**config.mk**
```make
export PLATFORM = sky130hd
export DESIGN_NAME = lc2k_inst_encoder
export DESIGN_NICKNAME = d
export VERILOG_FILES = /design/src/rtl/lc2k_pkg.sv /design/src/rtl/lc2k_field_packer.sv /design/src/rtl/lc2k_inst_encoder.sv
export SDC_FILE = /design/constraint.sdc
export NUM_CORES = 1
export LEC_CHECK = 0
export ABC_AREA = 1
export CAP_MARGIN = 10
export CORE_UTILIZATION = 33
export DETAILED_ROUTE_END_ITERATION = 16
export GPL_TIMING_DRIVEN = 0
export REMOVE_ABC_BUFFERS = 1
export SYNTH_ARGS = -nofsm -noshare
export SYNTH_HDL_FRONTEND = slang
export SYNTH_SLANG_ARGS = --single-unit
```
**constraint.sdc**
```tcl
create_clock -name clk -period 1.8 [get_ports clk]
set_input_delay 0.36 -clock clk [delete_from_list [all_inputs] [get_ports clk]]
set_output_delay 0.36 -clock clk [all_outputs]
set_load 0.02 [all_outputs]
```
**src/rtl/lc2k_pkg.sv**
```systemverilog
// Shared LC2K definitions: opcodes, instruction field positions and encoder FSM states.
package lc2k_pkg;

    localparam logic [2:0] OP_ADD  = 3'b000;
    localparam logic [2:0] OP_NOR  = 3'b001;
    localparam logic [2:0] OP_LW   = 3'b010;
    localparam logic [2:0] OP_SW   = 3'b011;
    localparam logic [2:0] OP_BEQ  = 3'b100;
    localparam logic [2:0] OP_JALR = 3'b101;
    localparam logic [2:0] OP_HALT = 3'b110;
    localparam logic [2:0] OP_NOOP = 3'b111;

    localparam int OPCODE_LSB = 22;
    localparam int OPCODE_W   = 3;
    localparam int REGA_LSB   = 19;
    localparam int REGB_LSB   = 16;
    localparam int DEST_LSB   = 0;
    localparam int REG_W      = 3;
    localparam int OFFSET_LSB = 0;
    localparam int OFFSET_W   = 16;

    typedef enum logic [2:0] {
        IDLE,
        ACCEPT,
        WRITE,
        DONE,
        ERROR
    } state_t;

    function automatic logic is_itype(input logic [2:0] op);
        return (op == OP_LW) || (op == OP_SW) || (op == OP_BEQ);
    endfunction

endpackage

```
**src/rtl/lc2k_field_packer.sv**
```systemverilog
// Combinational packing of LC2K instruction fields into a 32-bit machine word.
module lc2k_field_packer
    import lc2k_pkg::*;
(
    input  logic [2:0]  opcode,
    input  logic [2:0]  reg_a,
    input  logic [2:0]  reg_b,
    input  logic [2:0]  dest,
    input  logic [15:0] offset,
    output logic [31:0] word
);

    always_comb begin
        word = '0;
        word[OPCODE_LSB +: OPCODE_W] = opcode;
        case (opcode)
            OP_ADD, OP_NOR: begin
                word[REGA_LSB +: REG_W] = reg_a;
                word[REGB_LSB +: REG_W] = reg_b;
                word[DEST_LSB +: REG_W] = dest;
            end
            OP_LW, OP_SW, OP_BEQ: begin
                word[REGA_LSB +: REG_W]      = reg_a;
                word[REGB_LSB +: REG_W]      = reg_b;
                word[OFFSET_LSB +: OFFSET_W] = offset;
            end
            OP_JALR: begin
                word[REGA_LSB +: REG_W] = reg_a;
                word[REGB_LSB +: REG_W] = reg_b;
            end
            default: ;
        endcase
    end

endmodule

```
**src/rtl/lc2k_inst_encoder.sv**
```systemverilog
// Streams LC2K instruction fields into encoded words written to memory until halt.
// Optional ENCODER_RANGE_CHECK_EN aborts the load on an I-type offset that does not fit 16 bits.
module lc2k_inst_encoder
    import lc2k_pkg::*;
#(
    parameter int MAX_WORDS = 65536
) (
    input  logic        clk,
    input  logic        rst_n,
    input  logic        start,
    input  logic [31:0] base_addr,
    input  logic        in_valid,
    output logic        in_ready,
    input  logic [2:0]  in_opcode,
    input  logic [2:0]  in_regA,
    input  logic [2:0]  in_regB,
    input  logic [2:0]  in_dest,
    input  logic [31:0] in_offset,
    output logic        mem_we,
    input  logic        mem_ack,
    output logic [31:0] mem_addr,
    output logic [31:0] mem_wdata,
    output logic        done,
    output logic        err,
    output logic [31:0] word_count
);

    localparam logic [31:0] MAX_W = 32'(MAX_WORDS);

    state_t      state, state_nx;
    logic [31:0] word;
    logic        range_bad;
    logic        wr_is_halt;

    lc2k_field_packer u_packer (
        .opcode (in_opcode),
        .reg_a  (in_regA),
        .reg_b  (in_regB),
        .dest   (in_dest),
        .offset (in_offset[15:0]),
        .word   (word)
    );

`ifdef ENCODER_RANGE_CHECK_EN
    // Fits in 16 signed bits only when the upper 17 bits are all sign copies.
    assign range_bad = is_itype(in_opcode) && !((&in_offset[31:15]) || ~|in_offset[31:15]);
`else
    logic unused_offset_hi;
    assign unused_offset_hi = &{1'b0, in_offset[31:16]};
    assign range_bad = 1'b0;
`endif

    assign wr_is_halt = (mem_wdata[OPCODE_LSB +: OPCODE_W] == OP_HALT);

    always_comb begin
        state_nx = state;
        in_ready = 1'b0;
        mem_we   = 1'b0;
        done     = 1'b0;
        err      = 1'b0;
        case (state)
            IDLE: begin
                if (start) state_nx = ACCEPT;
            end
            ACCEPT: begin
                in_ready = 1'b1;
                if (in_valid) state_nx = range_bad ? ERROR : WRITE;
            end
            WRITE: begin
                mem_we = 1'b1;
                if (mem_ack) begin
                    if (wr_is_halt)                      state_nx = DONE;
                    else if (word_count + 32'd1 == MAX_W) state_nx = ERROR;
                    else                                 state_nx = ACCEPT;
                end
            end
            DONE: begin
                done = 1'b1;
                if (start) state_nx = ACCEPT;
            end
            ERROR: begin
                err = 1'b1;
                if (start) state_nx = ACCEPT;
            end
            default: state_nx = IDLE;
        endcase
    end

    // mem_addr doubles as the running load address; it only moves on an acked write.
    always_ff @(posedge clk) begin
        if (!rst_n) begin
            state      <= IDLE;
            mem_addr   <= '0;
            mem_wdata  <= '0;
            word_count <= '0;
        end else begin
            state <= state_nx;
            case (state)
                IDLE, DONE, ERROR: begin
                    if (start) begin
                        mem_addr   <= base_addr;
                        word_count <= '0;
                    end
                end
                ACCEPT: begin
                    if (in_valid && !range_bad) mem_wdata <= word;
                end
                WRITE: begin
                    if (mem_ack) begin
                        mem_addr   <= mem_addr + 32'd1;
                        word_count <= word_count + 32'd1;
                    end
                end
                default: ;
            endcase
        end
    end

endmodule

```
### Clock wires, drivers and flops

Scale bar: 50 um.
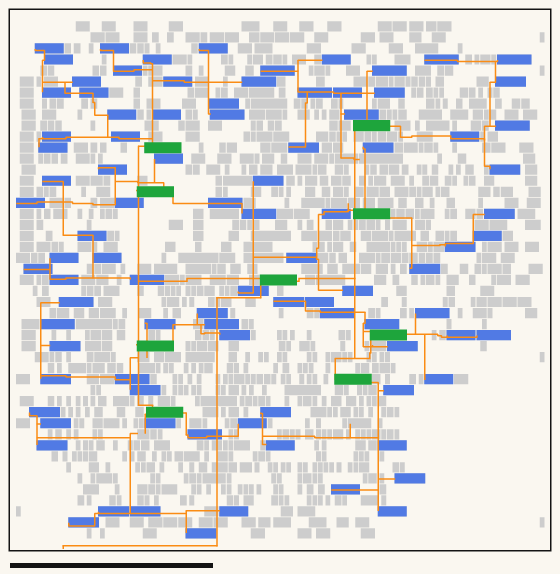
- cells driving clock nets: green (count 9)
- flip-flops: blue (count 92)
- clock wires: orange (length 1370 um)
- routed clock nets: 10
Clk pwr share: 28.4%
Clock net power: 0.00206 W
later-pin clock latency in the skew report: 0.35 ns

### The clock network

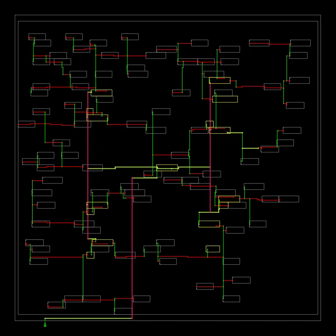
flip-flops: 92
Clock Sink Count: 92

### Floorplan with the power grid

Pins as bars on the die edge.
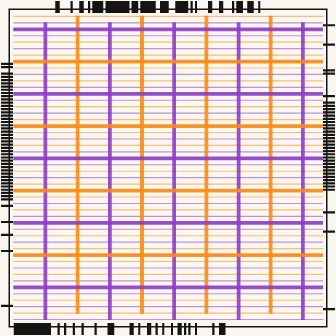
- VDD: orange
- VSS: purple
- met5 straps: 9
- met1 rails: 48
die width: 133 um
Peak VDD IR: 0.500 mV
vertical die size: 133 um
Core Area: 0.0167 mm^2

## cells in the final DEF, fill, tap and decap left out, types with 17 or more instances in the layout
cell / count
a21oi_1: 92
buf_4: 46
nor2_1: 73
dfxtp_4: 21
dfxtp_1: 39
nand2_2: 17
clkdlybuf4s50_1: 126
nand3_1: 38
dlygate4sd2_1: 18
dfxtp_2: 32
o21ai_0: 44
nor2_4: 24
nor2_2: 21
nand2_1: 273
inv_1: 59
## through the flow
stage          power [W]  std cells  TNS (ns)
6_report         0.00726       1331    -0.160
4_1_cts          0.00694       1303    -0.108
3_5_place_dp     0.00463       1258   -144.14
2_1_floorplan    0.00360        877   -131.09
5_1_grt          0.00761       1331     -1.01
3_3_place_gp     0.00455       1254   -317.26
## state kept, by name, summed over array words and instances, names as in the netlist
register	flops
state	3
mem_wdata	25
mem_addr	32
word_count	32
==> flow_metrics.tcl <==
# yosys + openroad results
set metrics [dict create \
    status "finished with violations" \
    failed_checks "setup timing" \
    final_util_pct 53.1 \
    ys_sh_adder_pct 0.660 \
    worst_pin_slew_ns 0.714 \
    grt_max_degree 57 \
    swShare_pct 36.8 \
    hold_viol 0 \
    drive_gt1_share_pct 23.1 \
    syn2layout_area_growth_pct 56.1 \
    drc 0 \
    fin_ws_ns -0.0705 \
    n_all_inverters 73 \
    die_area_mm2 0.0178 \
    maxCapViolCount 0 \
    global_route.usage.met1_pct 29.7 \
    reg2reg_to "state[2]" \
    post_cts_buffers 24 \
    setup_viol 3 \
    fp-utilization_pct 34.0 \
    crit_family "simple AND/OR/NAND/NOR gates" \
    preCtsSetupSlack_ns -2.20 \
    post-synth-top-area-cell "dfxtp_1" \
    hp-class "reg2reg" \
    min_path_cells 2 \
    ys_seq_share_pct 32.4 \
    cp_max_fo 5 \
    io_pins 181 \
    slowest_delay_ns 0.36 \
    n_antenna_cell 0 \
    signal_buffers 213 \
    slowest_stage "dfxtp_4" \
    io_buffer_count 157 \
    clock_area_share_pct 3.57 \
    row_count 47 \
    postSynthAreaPerCell_um2 6.23 \
    rsz0062_at_grt "true" \
    n_tap_cell 220 \
    hold_start "mem_wdata[18]" \
    cts_resized 123 \
    synthArstFlopShare_pct 0 \
    grt_usage_pct 22.1 \
    critical_path_buf_inv_count 0 \
    yosys.area_share.aoi_pct 17.1 \
    wl_per_cell_um 15.3 \
    fin_crit_sh_pct 104 \
    top_cell "nand2_1" \
    antenna_found_initial 0 \
    seqPwrFrac_pct 36.1 \
    cts_tree "yes" \
    met3_usage_pct 4.60 \
    hpwl_mm 12.8 \
    totalWireLength_mm 20.3 \
    power.density_mw_per_mm2 818 \
    non_clock_buffer_area_share_pct 24.0 \
    logic_family "simple AND/OR/NAND/NOR gates" \
    logic_gates 717 \
    max_freq_ghz 0.535 \
    h-tree-depth 3 \
    ys_ff 92 \
    end_kind "flop" \
    warning_count 44 \
]
No activity file was given, so power comes from the tool's default toggle rates.
